==> images/met1.png <==
Bar = 50 um.
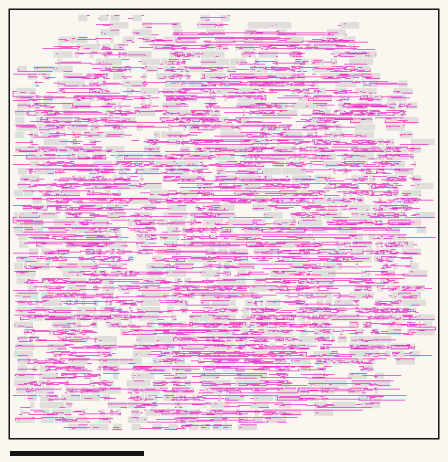
==> images/met2.png <==
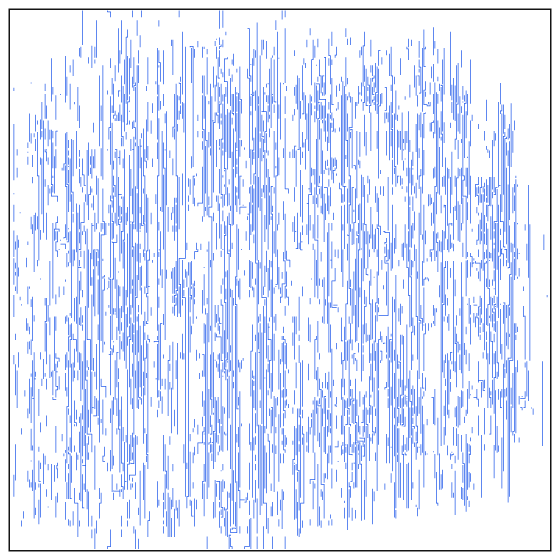
==> images/met3.png <==
Bar = 50 um.
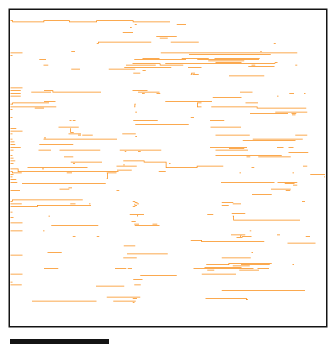
==> images/met4.png <==
Bar = 50 um.
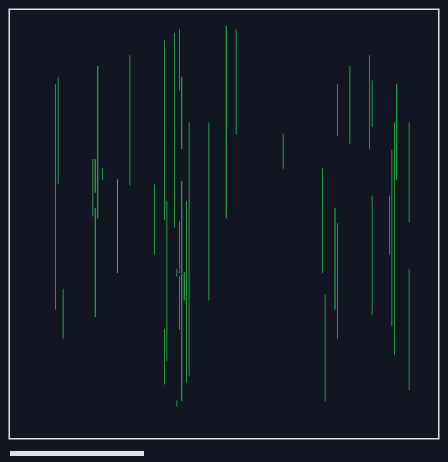
==> images/final_clocks.png <==
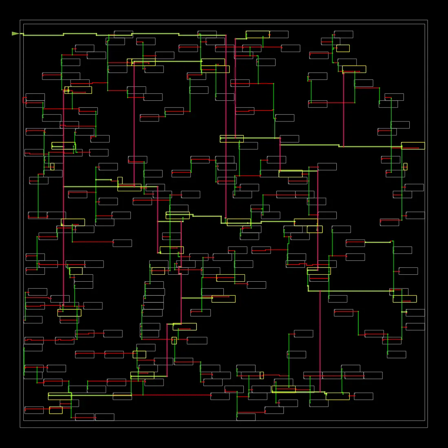
**config.mk**
```make
export PLATFORM = sky130hd
export DESIGN_NAME = mig_truth_table_eval_flat
export DESIGN_NICKNAME = d
export VERILOG_FILES = /design/src/rtl/mig_pkg.sv /design/src/rtl/mig_truth_table_eval_if.sv /design/src/rtl/mig_net_comb.sv /design/src/rtl/mig_truth_table_eval.sv /design/src/flat_wrapper.sv
export SDC_FILE = /design/constraint.sdc
export NUM_CORES = 1
export LEC_CHECK = 0
export CAP_MARGIN = 0
export CORE_UTILIZATION = 50
export DETAILED_ROUTE_END_ITERATION = 8
export MAX_ROUTING_LAYER = met4
export PLACE_DENSITY_LB_ADDON = 0.15
export SETUP_SLACK_MARGIN = 0.15
export SLEW_MARGIN = 30
export SYNTH_ARGS = -nofsm -noshare
export SYNTH_HDL_FRONTEND = slang
export SYNTH_HIERARCHICAL = 1
export SYNTH_SLANG_ARGS = --single-unit
```
**constraint.sdc**
```tcl
create_clock -name clk -period 9.05 [get_ports clk]
set_clock_uncertainty 0.15 [all_clocks]
set_input_delay 1.81 -clock clk [delete_from_list [all_inputs] [get_ports clk]]
set_output_delay 1.81 -clock clk [all_outputs]
set_load 0.1 [all_outputs]
```
**src/rtl/mig_pkg.sv**
```systemverilog
// Shared types, constants and helpers for the MIG truth-table evaluator.
package mig_pkg;

  localparam int NUM_IN     = 7;
  localparam int NUM_GATES  = 8;
  localparam int WORD_W     = 32;
  localparam int NUM_CODES  = 1 + NUM_IN + NUM_GATES;
  localparam int SEL_W      = $clog2(NUM_CODES);
  localparam int IDX_W      = $clog2(NUM_GATES);
  localparam int OP_W       = SEL_W + 1;
  localparam int PROG_W     = 3 * OP_W;
  localparam int WORD_IDX_W = $clog2(WORD_W);

  // Operand code map: 0 = const0, 1..NUM_IN = inputs, then gates.
  localparam logic [SEL_W-1:0] SEL_CONST0    = SEL_W'(32'd0);
  localparam logic [SEL_W-1:0] SEL_IN_BASE   = SEL_W'(32'd1);
  localparam logic [SEL_W-1:0] SEL_GATE_BASE = SEL_W'(NUM_IN + 1);

  typedef struct packed {
    logic             inv;
    logic [SEL_W-1:0] sel;
  } mig_operand_t;

  // Field order puts c in the MSBs so prog_op {c,b,a} casts directly.
  typedef struct packed {
    mig_operand_t c;
    mig_operand_t b;
    mig_operand_t a;
  } mig_gate_t;

  typedef enum logic [1:0] {
    ST_IDLE  = 2'd0,
    ST_RUN   = 2'd1,
    ST_DRAIN = 2'd2
  } mig_state_t;

  function automatic logic maj3(input logic a, input logic b, input logic c);
    return (a & b) | (a & c) | (b & c);
  endfunction

  function automatic logic operand_value(input logic [NUM_CODES-1:0] codes,
                                         input mig_operand_t op);
    return codes[op.sel] ^ op.inv;
  endfunction

  function automatic logic sel_in_range(input logic [SEL_W-1:0] sel, input int max_code);
    return (int'(sel) <= max_code);
  endfunction

endpackage

```
**src/rtl/mig_truth_table_eval_if.sv**
```systemverilog
// Programming, control and truth-table stream bundle for the MIG evaluator.
interface mig_truth_table_eval_if;
  import mig_pkg::*;

  logic              prog_we;
  logic [IDX_W-1:0]  prog_idx;
  logic [PROG_W-1:0] prog_op;
  logic [SEL_W-1:0]  out_sel;
  logic              out_inv;
  logic              start;
  logic              busy;
  logic              tt_valid;
  logic              tt_ready;
  logic [WORD_W-1:0] tt_word;
  logic              tt_last;
  logic              done;
  logic              err;

  modport master (
    output prog_we, prog_idx, prog_op, out_sel, out_inv, start, tt_ready,
    input  busy, tt_valid, tt_word, tt_last, done, err
  );

  modport slave (
    input  prog_we, prog_idx, prog_op, out_sel, out_inv, start, tt_ready,
    output busy, tt_valid, tt_word, tt_last, done, err
  );

endinterface

```
**src/rtl/mig_net_comb.sv**
```systemverilog
// Combinational evaluation of the whole MAJ3 network for one minterm.
module mig_net_comb
  import mig_pkg::*;
(
  input  mig_gate_t [NUM_GATES-1:0] prog,
  input  logic [NUM_IN-1:0]         minterm,
  output logic [NUM_GATES-1:0]      gate_val
);

  logic [NUM_CODES-1:0] avail_s;

  // Gates are evaluated in slot order; codes of later gates still read 0 when
  // an earlier gate is evaluated, so the netlist is loop-free by construction.
  always_comb begin
    avail_s                       = '0;
    avail_s[SEL_CONST0]           = 1'b0;
    avail_s[SEL_IN_BASE +: NUM_IN] = minterm;
    gate_val                      = '0;
    for (int k = 0; k < NUM_GATES; k++) begin
      gate_val[k] = maj3(operand_value(avail_s, prog[k].a),
                         operand_value(avail_s, prog[k].b),
                         operand_value(avail_s, prog[k].c));
      avail_s[int'(SEL_GATE_BASE) + k] = gate_val[k];
    end
  end

endmodule

```
**src/rtl/mig_truth_table_eval.sv**
```systemverilog
// MIG truth-table evaluator: program store, minterm sweep FSM, word packer
// and a single-entry valid/ready output register.
module mig_truth_table_eval
  import mig_pkg::*;
(
  input logic                  clk,
  input logic                  rst,
  mig_truth_table_eval_if.slave bus
);

  mig_gate_t [NUM_GATES-1:0] prog_q, prog_d;
  mig_state_t                state_q, state_d;
  logic [NUM_IN-1:0]         m_q, m_d;
  logic [WORD_W-1:0]         shreg_q, shreg_d;
  logic [WORD_W-1:0]         word_q, word_d;
  logic [SEL_W-1:0]          out_sel_q, out_sel_d;
  logic                      out_inv_q, out_inv_d;
  logic                      valid_q, valid_d;
  logic                      last_q, last_d;
  logic                      done_q, done_d;
  logic                      busy_q, busy_d;
  logic                      err_q, err_d;

  mig_gate_t                 wr_gate_s;
  logic                      wr_legal_s;
  logic                      prog_err_s;
  logic [NUM_GATES-1:0]      gate_val_s;
  logic [NUM_CODES-1:0]      codes_s;
  logic                      f_s;
  logic                      accept_s;
  logic                      stall_s;

  mig_net_comb u_net (
    .prog     (prog_q),
    .minterm  (m_q),
    .gate_val (gate_val_s)
  );

  // Selected network output for the current minterm.
  always_comb begin
    codes_s = {gate_val_s, m_q, 1'b0};
    f_s     = codes_s[out_sel_q] ^ out_inv_q;
  end

  // Program writes: legal only from IDLE and only to lower-numbered operands.
  always_comb begin
    wr_gate_s  = mig_gate_t'(bus.prog_op);
    wr_legal_s = sel_in_range(wr_gate_s.a.sel, NUM_IN + int'(bus.prog_idx)) &&
                 sel_in_range(wr_gate_s.b.sel, NUM_IN + int'(bus.prog_idx)) &&
                 sel_in_range(wr_gate_s.c.sel, NUM_IN + int'(bus.prog_idx));
    prog_d     = prog_q;
    prog_err_s = 1'b0;
    if (bus.prog_we) begin
      if (busy_q || !wr_legal_s) begin
        prog_err_s = 1'b1;
      end else begin
        prog_d[bus.prog_idx] = wr_gate_s;
      end
    end else begin
      prog_err_s = 1'b0;
    end
  end

  // Sweep FSM next-state, minterm counter, word packing and output handshake.
  always_comb begin
    state_d   = state_q;
    m_d       = m_q;
    shreg_d   = shreg_q;
    word_d    = word_q;
    out_sel_d = out_sel_q;
    out_inv_d = out_inv_q;
    valid_d   = valid_q;
    last_d    = last_q;
    done_d    = 1'b0;
    busy_d    = busy_q;
    err_d     = err_q | prog_err_s;
    accept_s  = valid_q && bus.tt_ready;
    stall_s   = valid_q && !bus.tt_ready;
    case (state_q)
      ST_IDLE: begin
        if (bus.start) begin
          if (sel_in_range(bus.out_sel, NUM_CODES - 1)) begin
            state_d   = ST_RUN;
            busy_d    = 1'b1;
            m_d       = '0;
            shreg_d   = '0;
            out_sel_d = bus.out_sel;
            out_inv_d = bus.out_inv;
          end else begin
            err_d = 1'b1;
          end
        end else begin
          state_d = ST_IDLE;
        end
      end
      ST_RUN: begin
        if (accept_s) begin
          valid_d = 1'b0;
          last_d  = 1'b0;
        end else begin
          valid_d = valid_q;
        end
        if (!stall_s) begin
          shreg_d[m_q[WORD_IDX_W-1:0]] = f_s;
          m_d = m_q + NUM_IN'(32'd1);
          // Word complete: hand it to the output register (no bubble on accept).
          if (&m_q[WORD_IDX_W-1:0]) begin
            word_d  = shreg_d;
            valid_d = 1'b1;
            last_d  = &m_q;
            if (&m_q) begin
              state_d = ST_DRAIN;
            end else begin
              state_d = ST_RUN;
            end
          end else begin
            state_d = ST_RUN;
          end
        end else begin
          state_d = ST_RUN;
        end
      end
      ST_DRAIN: begin
        if (accept_s) begin
          valid_d = 1'b0;
          last_d  = 1'b0;
          done_d  = 1'b1;
          busy_d  = 1'b0;
          state_d = ST_IDLE;
        end else begin
          state_d = ST_DRAIN;
        end
      end
      default: begin
        state_d = ST_IDLE;
        busy_d  = 1'b0;
        valid_d = 1'b0;
        last_d  = 1'b0;
      end
    endcase
  end

  // State registers; reset also clears the program store.
  always_ff @(posedge clk) begin
    if (rst) begin
      prog_q    <= '0;
      state_q   <= ST_IDLE;
      m_q       <= '0;
      shreg_q   <= '0;
      word_q    <= '0;
      out_sel_q <= '0;
      out_inv_q <= 1'b0;
      valid_q   <= 1'b0;
      last_q    <= 1'b0;
      done_q    <= 1'b0;
      busy_q    <= 1'b0;
      err_q     <= 1'b0;
    end else begin
      prog_q    <= prog_d;
      state_q   <= state_d;
      m_q       <= m_d;
      shreg_q   <= shreg_d;
      word_q    <= word_d;
      out_sel_q <= out_sel_d;
      out_inv_q <= out_inv_d;
      valid_q   <= valid_d;
      last_q    <= last_d;
      done_q    <= done_d;
      busy_q    <= busy_d;
      err_q     <= err_d;
    end
  end

  assign bus.busy     = busy_q;
  assign bus.tt_valid = valid_q;
  assign bus.tt_word  = word_q;
  assign bus.tt_last  = last_q;
  assign bus.done     = done_q;
  assign bus.err      = err_q;

endmodule

```
**src/flat_wrapper.sv**
```systemverilog
// flat-port wrapper written by rule: the top's interface ports become plain ports
module mig_truth_table_eval_flat import mig_pkg::*;
  (clk, rst, bus_prog_we, bus_prog_idx, bus_prog_op, bus_out_sel, bus_out_inv, bus_start, bus_tt_ready, bus_busy, bus_tt_valid, bus_tt_word, bus_tt_last, bus_done, bus_err);
  mig_truth_table_eval_if bus_i ();
  input logic clk;
  input logic rst;
  input wire logic [$bits(bus_i.prog_we)-1:0] bus_prog_we;
  input wire logic [$bits(bus_i.prog_idx)-1:0] bus_prog_idx;
  input wire logic [$bits(bus_i.prog_op)-1:0] bus_prog_op;
  input wire logic [$bits(bus_i.out_sel)-1:0] bus_out_sel;
  input wire logic [$bits(bus_i.out_inv)-1:0] bus_out_inv;
  input wire logic [$bits(bus_i.start)-1:0] bus_start;
  input wire logic [$bits(bus_i.tt_ready)-1:0] bus_tt_ready;
  output wire logic [$bits(bus_i.busy)-1:0] bus_busy;
  output wire logic [$bits(bus_i.tt_valid)-1:0] bus_tt_valid;
  output wire logic [$bits(bus_i.tt_word)-1:0] bus_tt_word;
  output wire logic [$bits(bus_i.tt_last)-1:0] bus_tt_last;
  output wire logic [$bits(bus_i.done)-1:0] bus_done;
  output wire logic [$bits(bus_i.err)-1:0] bus_err;
  assign bus_i.prog_we = bus_prog_we;
  assign bus_i.prog_idx = bus_prog_idx;
  assign bus_i.prog_op = bus_prog_op;
  assign bus_i.out_sel = bus_out_sel;
  assign bus_i.out_inv = bus_out_inv;
  assign bus_i.start = bus_start;
  assign bus_i.tt_ready = bus_tt_ready;
  assign bus_busy = bus_i.busy;
  assign bus_tt_valid = bus_i.tt_valid;
  assign bus_tt_word = bus_i.tt_word;
  assign bus_tt_last = bus_i.tt_last;
  assign bus_done = bus_i.done;
  assign bus_err = bus_i.err;
  mig_truth_table_eval u_core (.clk(clk), .rst(rst), .bus(bus_i));
endmodule
```
==> out/results.ini <==
[timing]
setup_tns_ns = 0
timing.fmax_ghz = 0.114
fin_crit_sh = 0.970
fin_crit_ns = 8.78
setup_violations = 0
slew_headroom = 0.319
tightestPinTransition_ns = 1.02
maxSlewViolCount = 0
fin_ws_ns = 0.272
rsz0062_at_grt = true

[drt]
dr.pass1.iters = 7
drt_iter0_drc = 798
drc = 0
final_antenna_net_count = 0

[synthesis]
ys_area_um2 = 12400
synth.distinct_cells = 93
syn_area_um2 = 12400
ys_sh_aoi = 0.173
xor_area_frac = 0.0111
yosysWarnings = 6
synthCells = 1418
ys.flop_type = dfxtp_1
ys_seq_elements = 203
syn_avg_cell_area_um2 = 8.73
syn_nets = 1465
ys_seq_frac = 0.328
ys_cells = 1418
fa_ha_area_frac = 0.0219
area_leaders = dfxtp_1 (33%), mux2i_1 (11%), nand2_1 (6.7%)
synth-edff-count = 0
mux_area_frac = 0.192

[grt]
grt_overflow = 0
grt_pass1_vias = 10275
grt_pass1_wl_mm = 56.8

[place]
pre_cts_slack_ns = -0.0371
placed_cells = 1773
placed_area_um2 = 13400
gp_congestion = 0.911
hpwl_mm = 24.2

[worst_setup_path]
r2r_cells = 33
cp.arrival_ns = 9.10
crit_buf_inv = 4
critPathTopFamily = AND-OR/OR-AND gates
cp.depth = 33
r2r_setup_slack_ns = 0.27
max_stage_delay_ns = 0.53
endpoint_kind = flop
required_ns = 9.38
start_kind = flop
worstSetupPathType = flop to flop

[cells_and_area]
stdcell_count = 1828
utilization = 0.600
num-fill-cells = 2128
layout_top_cell = nand2_1
final_nets = 1537
final_cell_mix = nand2_1 (222), dfxtp_1 (193), mux2i_1 (139), nor2_1 (126), a21oi_1 (81)
regMostFlops = u_core/prog_q
drive_gt1_frac = 0.164

[hold_path]
min-delay-start = u_core/bus.tt_word[22]
hold_end = u_core/bus.tt_word[22]
min_delay_path_depth = 2

[clocking]
cts_tree = yes
cts_buffers = 24
root_buffer = clkbuf_16
htreeDepth = 1
path_clk_slew_ns = 0.06
cts_buffer_depth = 3

[power_and_ir_drop]
comb_power_share = 0.104
p_seq_frac = 0.436
netSwitchingFraction = 0.259
finalPower_mw = 2.11
p_int_mw = 1.56
p_switching_mw = 0.545
leakage_nw = 5.85

[floorplan]
num_rows = 57
chipArea_um2 = 25400
die_height_um = 159
floorplan.core_util = 0.509
io_pins = 65

[run]
drv_cap = 0

[status]
outcome = finished, final reports clean

Back to the opening pictures, met1.png:
The wires run mostly horizontal. The layer carries 15900 um of wire. 1465 nets have wire on it. The layer holds 43% of the routed length. The longest straight run is 75.9 um.

Back to the opening pictures, met2.png:
The wires run mostly vertical. The layer carries 16800 um of wire. The longest straight run is 70.0 um. The layer holds 46% of the routed length. 1273 nets have wire on it.
met2 usage: 0.448
via count: 11064
Post-Route WL: 36.7 mm

Back to the opening pictures, met3.png:
The layer holds 6.2% of the routed length. The wires run mostly horizontal.
met3 usage: 0.0451

Back to the opening pictures, met4.png:
The layer holds 4.7% of the routed length. The layer carries 1730 um of wire. 30 nets have wire on it. The wires run mostly vertical. The longest straight run is 93.8 um.

Back to the opening pictures, final_clocks.png:
CTS sink count: 203
clock buffer count: 33
Worst-Skew Late Latency: 0.53 ns

-- area by class of cell --
cell class / instances / area (um2) / area share
multi-input cells: 1086 / 7960 / 0.545
clock inverters: 6 / 91.3 / 0.00626
inverters: 42 / 160 / 0.0110
well taps: 324 / 405 / 0.0278
flip-flops and latches: 203 / 4080 / 0.280
diodes: 1 / 2.50 / 0.000172
repair buffers: 133 / 1210 / 0.0829
clock buffers: 33 / 684 / 0.0469
-- tightest hold or removal path, delay by kind of cell, from the launching register on --
family | cells | cell delay, ns
DFF | 1 | 0.31
and+or+nand+nor | 1 | 0.05
AOI/OAI and AO/OA | 1 | 0.05
-- synthesized netlist by cell type, drive strengths merged (11+ instances only) --
cell type,n
mux2i,141
nor2,129
buf,29
nand2b,21
a32o,31
clkbuf,58
a211oi,16
nor2b,18
a21oi,83
nand2,222
nand4,15
dfxtp,203
nand3b,18
nand3,29
and3,11
o21ai,63
nor3,22
nor3b,25
ha,19
mux2,19
inv,42
and2,13
mux4,33
-- power groups by stage --
stage	registers [mW]	logic (mW)	clock network (mW)
global route	0.919	0.234	1.02
floorplan	0.940	0.134	0
detailed placement	0.937	0.207	0
global placement	0.937	0.202	0
finish	0.918	0.218	0.971
CTS	0.918	0.211	0.984
-- repair_timing --
item | CTS | global route
setup endpoints to repair | 36 | 36
setup buffers | 6 | 7
pin swaps | 8 | 15
hold buffers | 0 | 0
gates cloned | 0 | 2
gates resized | 15 | 38
-- routing by layer --
| metal | track usage | share of wire | up-vias |
|---|---|---|---|
| li1 | - | - | 5301 |
| met1 | 0.373 | 0.43 | 5293 |
| met2 | 0.448 | 0.46 | 369 |
| met3 | 0.0451 | 0.062 | 101 |
| met4 | 0.125 | 0.047 | 0 |
| met5 | - | 0 | - |
Power figures rest on the tool's default switching activity, not on a simulated workload.
